File: src/rtl/slot_pkg.sv
// Shared definitions for the push-button event decoder: event FSM encoding
// and default timing constants for a 50 MHz system clock.
package slot_pkg;

  typedef enum logic [1:0] {
    ST_RELEASED = 2'd0,
    ST_PRESSED  = 2'd1,
    ST_LONG     = 2'd2
  } key_state_t;

  localparam int DEF_N_KEYS          = 2;
  localparam int DEF_DEBOUNCE_CYCLES = 1000000;   // 20 ms
  localparam int DEF_LONG_CYCLES     = 50000000;  // 1 s
  localparam int DEF_REPEAT_CYCLES   = 10000000;  // 200 ms

endpackage

File: src/rtl/key_debounce.sv
// One push-button channel: 2-flop synchronizer on the raw active-low key,
// then a stable-sample counter that accepts a level change after DEBOUNCE_CYCLES.
module key_debounce
  import slot_pkg::*;
#(
  parameter int DEBOUNCE_CYCLES = DEF_DEBOUNCE_CYCLES
) (
  input  logic clk,
  input  logic rst,
  input  logic key_n,
  output logic key_level
);

  localparam int CNT_W = $clog2(DEBOUNCE_CYCLES);

  logic             r_sync1;
  logic             r_sync2;
  logic             r_level;
  logic [CNT_W-1:0] r_cnt;
  logic             w_pressed;

  assign w_pressed = ~r_sync2;
  assign key_level = r_level;

  // Synchronizer resets to the released (high) level so a key held through
  // reset is debounced from scratch once reset lifts.
  always_ff @(posedge clk or negedge rst) begin
    if (!rst) begin
      r_sync1 <= 1'b1;
      r_sync2 <= 1'b1;
      r_level <= 1'b0;
      r_cnt   <= '0;
    end else begin
      r_sync1 <= key_n;
      r_sync2 <= r_sync1;
      if (w_pressed == r_level) begin
        r_cnt <= '0;
      end else if (r_cnt == CNT_W'(DEBOUNCE_CYCLES - 1)) begin
        r_level <= w_pressed;
        r_cnt   <= '0;
      end else begin
        r_cnt <= r_cnt + 1'b1;
      end
    end
  end

endmodule

File: src/rtl/key_event_decoder.sv
// Debounced push-button decoder: per-key press / release / long-press /
// auto-repeat strobes driven by an independent event FSM per channel.
module key_event_decoder
  import slot_pkg::*;
#(
  parameter int N_KEYS          = DEF_N_KEYS,
  parameter int DEBOUNCE_CYCLES = DEF_DEBOUNCE_CYCLES,
  parameter int LONG_CYCLES     = DEF_LONG_CYCLES,
  parameter int REPEAT_CYCLES   = DEF_REPEAT_CYCLES
) (
  input  logic                  clk,
  input  logic                  rst,
  input  logic [N_KEYS-1:0]     key_n,
  output logic [N_KEYS-1:0]     key_level,
  output logic [N_KEYS-1:0]     press_pulse,
  output logic [N_KEYS-1:0]     release_pulse,
  output logic [N_KEYS-1:0]     long_pulse,
  output logic [N_KEYS-1:0]     repeat_pulse,
  output logic [2*N_KEYS-1:0]   dbg_state
);

  localparam int LONG_W = $clog2(LONG_CYCLES);
  localparam int REP_W  = $clog2(REPEAT_CYCLES);

  if (DEBOUNCE_CYCLES < 2 || LONG_CYCLES <= DEBOUNCE_CYCLES || REPEAT_CYCLES < 2) begin : g_param_check
    $error("key_event_decoder: need DEBOUNCE_CYCLES>=2, LONG_CYCLES>DEBOUNCE_CYCLES, REPEAT_CYCLES>=2");
  end

  for (genvar k = 0; k < N_KEYS; k++) begin : g_key
    key_state_t        r_state;
    key_state_t        w_next;
    logic [LONG_W-1:0] r_hold;
    logic [LONG_W-1:0] w_hold_nxt;
    logic [REP_W-1:0]  r_rep;
    logic [REP_W-1:0]  w_rep_nxt;
    logic              w_level;
    logic              w_hold_done;
    logic              w_rep_done;
    logic              w_press_evt;
    logic              w_rel_evt;
    logic              w_long_evt;
    logic              w_rep_evt;
    logic              r_press;
    logic              r_rel;
    logic              r_long;
    logic              r_rep_p;

    key_debounce #(
      .DEBOUNCE_CYCLES (DEBOUNCE_CYCLES)
    ) u_debounce (
      .clk       (clk),
      .rst       (rst),
      .key_n     (key_n[k]),
      .key_level (key_level[k])
    );

    assign w_level     = key_level[k];
    assign w_hold_done = (r_hold == LONG_W'(LONG_CYCLES - 1));
    assign w_rep_done  = (r_rep == REP_W'(REPEAT_CYCLES - 1));

    always_ff @(posedge clk or negedge rst) begin
      if (!rst) begin
        r_state <= ST_RELEASED;
        r_hold  <= '0;
        r_rep   <= '0;
        r_press <= 1'b0;
        r_rel   <= 1'b0;
        r_long  <= 1'b0;
        r_rep_p <= 1'b0;
      end else begin
        r_state <= w_next;
        r_hold  <= w_hold_nxt;
        r_rep   <= w_rep_nxt;
        r_press <= w_press_evt;
        r_rel   <= w_rel_evt;
        r_long  <= w_long_evt;
        r_rep_p <= w_rep_evt;
      end
    end

    // Release is checked first so a falling level beats any terminal count.
    always_comb begin
      w_next     = r_state;
      w_hold_nxt = '0;
      w_rep_nxt  = '0;
      case (r_state)
        ST_RELEASED: begin
          if (w_level) w_next = ST_PRESSED;
        end
        ST_PRESSED: begin
          if (!w_level)         w_next = ST_RELEASED;
          else if (w_hold_done) w_next = ST_LONG;
          else                  w_hold_nxt = r_hold + 1'b1;
        end
        ST_LONG: begin
          if (!w_level)        w_next = ST_RELEASED;
          else if (!w_rep_done) w_rep_nxt = r_rep + 1'b1;
        end
        default: w_next = ST_RELEASED;
      endcase
    end

    always_comb begin
      w_press_evt = (r_state == ST_RELEASED) && w_level;
      w_rel_evt   = ((r_state == ST_PRESSED) || (r_state == ST_LONG)) && !w_level;
      w_long_evt  = (r_state == ST_PRESSED) && w_level && w_hold_done;
      w_rep_evt   = (r_state == ST_LONG) && w_level && w_rep_done;
    end

    assign press_pulse[k]       = r_press;
    assign release_pulse[k]     = r_rel;
    assign long_pulse[k]        = r_long;
    assign repeat_pulse[k]      = r_rep_p;
    assign dbg_state[2*k +: 2]  = r_state;
  end

endmodule

File: config.mk
export PLATFORM = sky130hd
export DESIGN_NAME = key_event_decoder
export DESIGN_NICKNAME = d
export VERILOG_FILES = /design/src/rtl/slot_pkg.sv /design/src/rtl/key_debounce.sv /design/src/rtl/key_event_decoder.sv
export SDC_FILE = /design/constraint.sdc
export NUM_CORES = 1
export LEC_CHECK = 0
export CAP_MARGIN = 20
export CORE_MARGIN = 2
export CORE_UTILIZATION = 45
export DETAILED_ROUTE_END_ITERATION = 16
export SYNTH_ARGS = -nofsm -noshare
export SYNTH_HDL_FRONTEND = slang
export SYNTH_SLANG_ARGS = --single-unit
File: constraint.sdc
create_clock -name clk -period 3.8 [get_ports clk]
set_clock_uncertainty 0.2 [all_clocks]
set_input_delay 1.14 -clock clk [delete_from_list [all_inputs] [get_ports clk]]
set_output_delay 1.14 -clock clk [all_outputs]
set_load 0.01 [all_outputs]
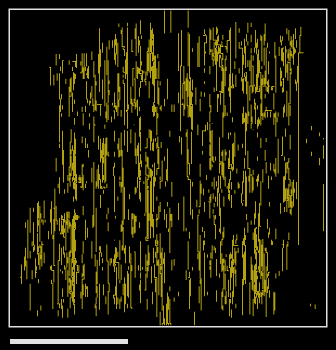
*Signal wires on met2, run 1*
The bar under the picture is 50 um long.
The layer carries 6420 um of wire. The longest straight run is 81.4 um. The layer holds 47% of the routed length.
vias after detailed routing: 5188
total wire length: 13690 um
met2 Use GR: 0.2650

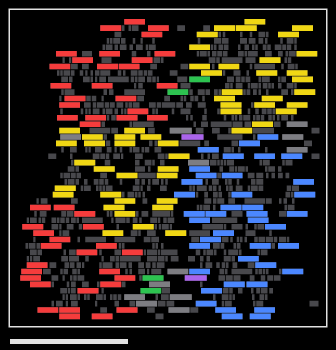
*Where the registers sit, run 1*
The bar under the picture is 50 um long. Other sequential cells in the stronger gray, the rest of the logic in the fainter gray.
Key: red = g_key.r_rep [sequential cells 48]; green = g_key.r_state [sequential cells 4]; purple = g_key.u_debounce.r_sync2 [sequential cells 2]; blue = g_key.u_debounce.r_cnt [sequential cells 40]; yellow = g_key.r_hold [sequential cells 52]
Another 12 sequential cells are not colored.
Seq area share: 0.4650
Flop+latch power: 0.00170 W

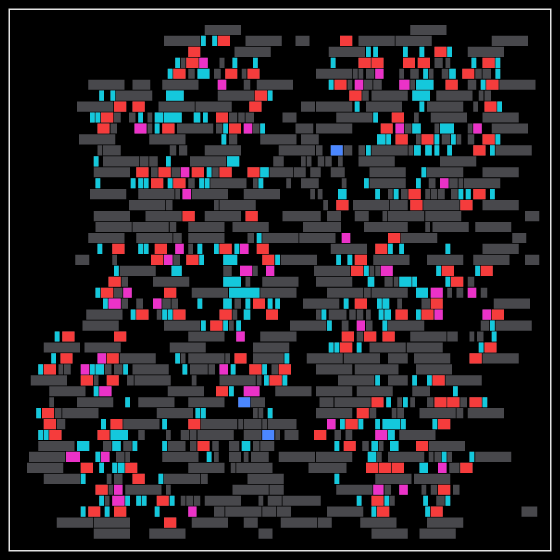
*Gate families picked out, run 1*
Key: cyan = nor cells [cells 205, most used nor2_1, where widely spread]; red = xor and xnor cells [cells 128, most used xor2_1, where widely spread]; blue = non-inverting ao/oa cells [cells 3, most used o31a_1]; magenta = and/or cells [cells 43, most used and3_1, where widely spread]
fraction of area in multi-input gates: 0.4040
Commonest Layout Cell: nor2_1
Layout Cells excl Fill: 1013

==> Slide: Implementation Results, run 1 <==
Flow Results at a Glance

Critical path
  • WP depth: 1
  • Arrival @ worst endpoint: ~1700 ps
  • Crit Path Max Fanout: 11
  • RR Endpoint: g_key[1].r_rep[2]
  • CP endpoint: key_level[1]
  • Crit. End Element: output pin

Synthesis
  • Cell Area, Synth: approximately 7600 um2
  • Top area cell types: dfrtp_1 51%, xor2_1 10%, nor2_1 8.2%, xnor2_1 4.5%, nand3_1 3.9%
  • Mapped Nets: a little under 800
  • Total cells reported by yosys after synthesis: about 770

Die
  • Total die area: about 18000 um2
  • Die height: roughly 130 um

Power
  • Comb pwr share: 0.017

Global route
  • First-pass GRT wire length: around 24000 um
  • Initial antenna violation count: 0
  • Grt ovf: 0

STA
  • Worst Hold Slack: around 160 ps
  • Min setup slack post-route: between 800 and 900 ps
  • Setup TNS Final: 0 ps
  • Fmax: 334.9 MHz

CTS
  • Insertion Delay late pin: about 410 ps
  • Cts hold-fix bufs: 0
  • Worst-path clk slew: 60 ps

Detailed routing
  • Via-per-instance ratio: between 5 and 6
  • DRC Markers: 0

Run status
  • Outcome: completed

Worst hold path
  • Hold WC Path Type: reg -> reg
[run 1: state kept, by name, summed over array words and instances, names as in the netlist]
signal and cells:
g_key.r_rel 2, g_key.r_rep_p 2, g_key.u_debounce.r_cnt 40, g_key.r_hold 52
g_key.u_debounce.r_sync2 2, g_key.r_state 4, g_key.r_rep 48, g_key.u_debounce.key_level 2
g_key.u_debounce.r_sync1 2, g_key.r_long 2, g_key.r_press 2
[run 1: final cells by class]
type                    count  area (um2)
clock buffers              23       467.9
well taps                 220       275.3
inverters                  18       67.56
flip-flops and latches    158        3959
fillers                  1509        8070
multi-input cells         565        3440
clock inverters             8       90.09
repair buffers             21       214.0
[run 1: per-layer routing]
metal  track usage  wire, um  vias to the layer above
met3       0.04044       295                        9
met5             0         0                        -
met4       0.04386       121                        0
met2        0.2650      6416                       37
li1              -         -                     2593
met1        0.2310      6854                     2549
[run 1: power groups by stage]
stage / sequential (W) / clock [W] / combinational, W
floorplan: 0.00173 / 0 / 0.0000157
global placement: 0.00173 / 0 / 0.0000578
detailed placement: 0.00173 / 0 / 0.0000602
CTS: 0.00170 / 0.00167 / 0.0000607
global route: 0.00170 / 0.00175 / 0.0000666
finish: 0.00170 / 0.00162 / 0.0000567
[run 1: cell families (layout without fill, tap and decap cells)]
kind of cell	count (synthesis)	in the layout	share of synthesized area
xor gates and xnor gates	128	128	0.1471
adders and majority gates	12	12	0.01969
AOI/OAI and AO/OA	16	16	0.01526
DFF	158	158	0.5193
buffers and inverters	44	70	0.02954
muxes	3	3	0.003939
and+or+nand+nor	406	406	0.2652
==> run 1 -> run 2 <==
- clock period: 3.8 -> 2.73 ns (I/O delays scaled with it)
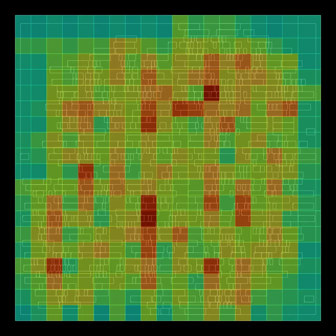
*Routing congestion, run 2*
met1 Resource Use GR: 0.2338
WL/cell: 13.85 um

==> Slide: Implementation Results, run 2 <==
Flow Results at a Glance

Power
  • Top power group: clock
  • Clock group: 0.00255 W (+57%)
  • P_comb: 0.0000844 W (+49%)
  • Comb pwr share: 0.017 (about the same)

STA
  • Worst Hold Slack: 135.3 ps (-22.73 ps)
  • Setup TNS Final: 0 ps (unchanged)
  • Min setup slack post-route: 107.4 ps (-706.4 ps)

Layout
  • Layout Cells excl Fill: 1018 (+0.49%)
  • Biggest regs: g_key.r_hold: 52 flops, g_key.r_rep: 48 flops, g_key.u_debounce.r_cnt: 40 flops

Die
  • Total die area: 18000 um2 (unchanged)
  • Die height: 134.2 um (unchanged)

Detailed routing
  • DRC Markers: 0 (unchanged)

Global route
  • Grt ovf: 0 (unchanged)

Critical path
  • Arrival @ worst endpoint: 1600 ps (-50 ps)
  • Crit Path Max Fanout: 10 (-1)
  • WP depth: 1 (unchanged)

Synthesis
  • Top area cell types: dfrtp_1 51%, xor2_1 10%, nor2_1 8.2%, xnor2_1 4.5%, nand3_1 3.9%
  • Total cells reported by yosys after synthesis: 767 (unchanged)

CTS
  • Insertion Delay late pin: 420 ps (about the same)
  • Cts hold-fix bufs: 0 (unchanged)

Run status
  • Outcome: completed
-- run 2: cell count changes in the layout (fill, tap and decap cells not counted), moves of 3 or more --
cell,change
clkinv_2,-3
inv_6,+3
clkbuf_1,-4
clkinvlp_4,+3
-- run 2: cells by family after synthesis --
kind of cell    Yosys count  share of synthesized area
compound gates           16                    0.01526
xor+xnor                128                     0.1471
fa+ha+maj                12                    0.01969
buf+inv                  44                    0.02954
flops                   158                     0.5193
mux                       3                   0.003939
simple gates            406                     0.2652
-- run 2: worst paths after layout --
kind,slack (ps),endpoint,startpoint
hold / removal,140,g_key[1].u_debounce.r_cnt[7],rst
setup / recovery,110,key_level[0],g_key[0].u_debounce.key_level
max in group asynchronous,1570,g_key[0].u_debounce.r_sync2,rst
hold reg to reg,160,g_key[0].u_debounce.r_sync2,g_key[0].u_debounce.r_sync1
setup reg to reg,520,g_key[1].r_hold[22],g_key[1].r_hold[0]
min in group clk,160,g_key[0].u_debounce.r_sync2,g_key[0].u_debounce.r_sync1
-- run 2: cell type report --
| class | count | area, um2 | share of cell area |
|---|---|---|---|
| inverter | 18 | 67.56 | 0.007814 |
| multi-input combinational | 565 | 3440 | 0.3978 |
| tap | 220 | 275.3 | 0.03183 |
| timing repair buffer | 25 | 269.0 | 0.03111 |
| clock inverter | 13 | 183.9 | 0.02127 |
| clock buffer | 19 | 452.9 | 0.05238 |
| sequential | 158 | 3959 | 0.4578 |
-- run 2: routing by layer --
metal	track usage	vias to the layer above	wire [um]
met5	0	-	0
met4	0.05088	0	157
met3	0.04271	10	341
met2	0.2778	47	6701
met1	0.2338	2591	6903
li1	-	2606	-
==> run 2 -> run 3 <==
- SKIP_CTS_REPAIR_TIMING: unset -> 1
- SLEW_MARGIN: unset -> 25
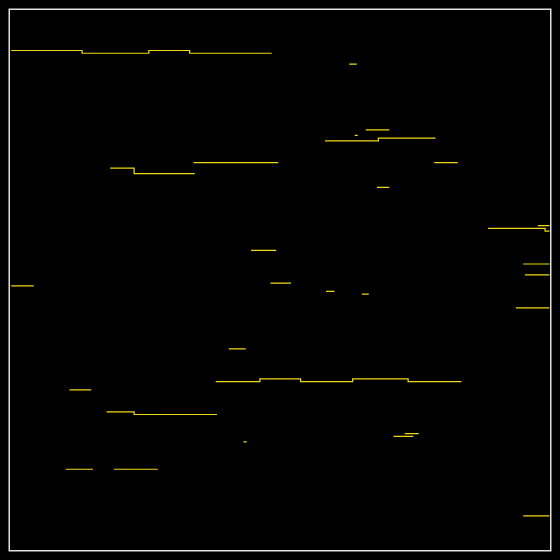
*Signal wires on met3, run 3*
20 nets have wire on it. The layer holds 2.4% of the routed length.
vias after detailed routing: 5254
total wire length: 14100 um
met3 Use GR: 0.04271

==> Slide: Implementation Results, run 3 <==
Flow Results at a Glance

Run status
  • Outcome: completed

Critical path
  • R2R setup slack: 520 ps (about the same)
  • Crit Path Max Fanout: 10 (unchanged)
  • Critical path startpoint: g_key[0].u_debounce.key_level
  • Arrival @ worst endpoint: 1600 ps (about the same)
  • RR Endpoint: g_key[1].r_hold[22]

Detailed routing
  • Met3 wire len: 341 um (unchanged)
  • Wl on met1: 6903 um (unchanged)
  • DRC Markers: 0 (unchanged)
  • WL/cell: 13.85 um (unchanged)
  • Max layer used: met4

CTS
  • Insertion Delay late pin: 420 ps (about the same)

Global route
  • Grt ovf: 0 (unchanged)
  • GR peak layer: met2

STA
  • Setup TNS Final: 0 ps (unchanged)

Synthesis
  • Basic Gates by Area: 0.2652 (unchanged)
  • Complex Gates by Area: 0.01526 (unchanged)
  • MUX area fraction: 0.003939 (unchanged)

Layout
  • Biggest regs: g_key.r_hold: 52 flops, g_key.r_rep: 48 flops, g_key.u_debounce.r_cnt: 40 flops
  • Comb area: 3440 um2 (unchanged)
  • Layout Cells excl Fill: 1018 (unchanged)

Die
  • Die height: 134.2 um (unchanged)
==> run 3: layout make-up <==
cell class                 instances  share of cell area
sequential                       158              0.4578
multi-input combinational        565              0.3978
clock buffer                      19             0.05238
tap                              220             0.03183
timing repair buffer              25             0.03111
clock inverter                    13             0.02127
inverter                          18            0.007814
==> run 3: how the worst max path moves through the flow <==
stage	end	cells past startpoint	slack, ps
after detailed placement	g_key[0].r_hold[21]	5	500
after global routing	key_level[0]	1	50
after floorplan	g_key[1].r_hold[10]	7	780
after global placement	g_key[0].r_rep[23]	7	560
final	key_level[0]	1	110
after CTS	key_level[0]	1	90
==> run 3: cell families after synthesis <==
group	count (synthesis)
AND/OR/NAND/NOR	406
adder cells (fa/ha/maj)	12
multiplexers	3
AND-OR/OR-AND	16
flip-flops	158
XOR/XNOR	128
buffers and inverters	44
==> run 3: power groups by stage <==
stage / combinational, W / sequential (W) / clock (W)
floorplan: 0.0000218 / 0.00241 / 0
global placement: 0.0000876 / 0.00241 / 0
detailed placement: 0.0000899 / 0.00241 / 0
CTS: 0.0000901 / 0.00236 / 0.00262
global route: 0.000100 / 0.00236 / 0.00271
finish: 0.0000844 / 0.00236 / 0.00255
==> run 3: per-stage QoR <==
stage | setup WS (ps) | total power [W] | hold slack [ps] | utilization | area [um2]
after floorplan | 776.5 | 0.002427 | 145.2 | - | 7624
after global placement | 559.0 | 0.002494 | 147.0 | 0.4830 | 8010
after detailed placement | 500.0 | 0.002497 | 149.0 | 0.4830 | 8010
after CTS | 87.71 | 0.005071 | 135.2 | 0.5214 | 8647
after global routing | 53.81 | 0.005173 | 148.7 | 0.5214 | 8647
final | 107.4 | 0.004998 | 135.3 | 0.5214 | 8647
No activity file was given, so power comes from the tool's default toggle rates.
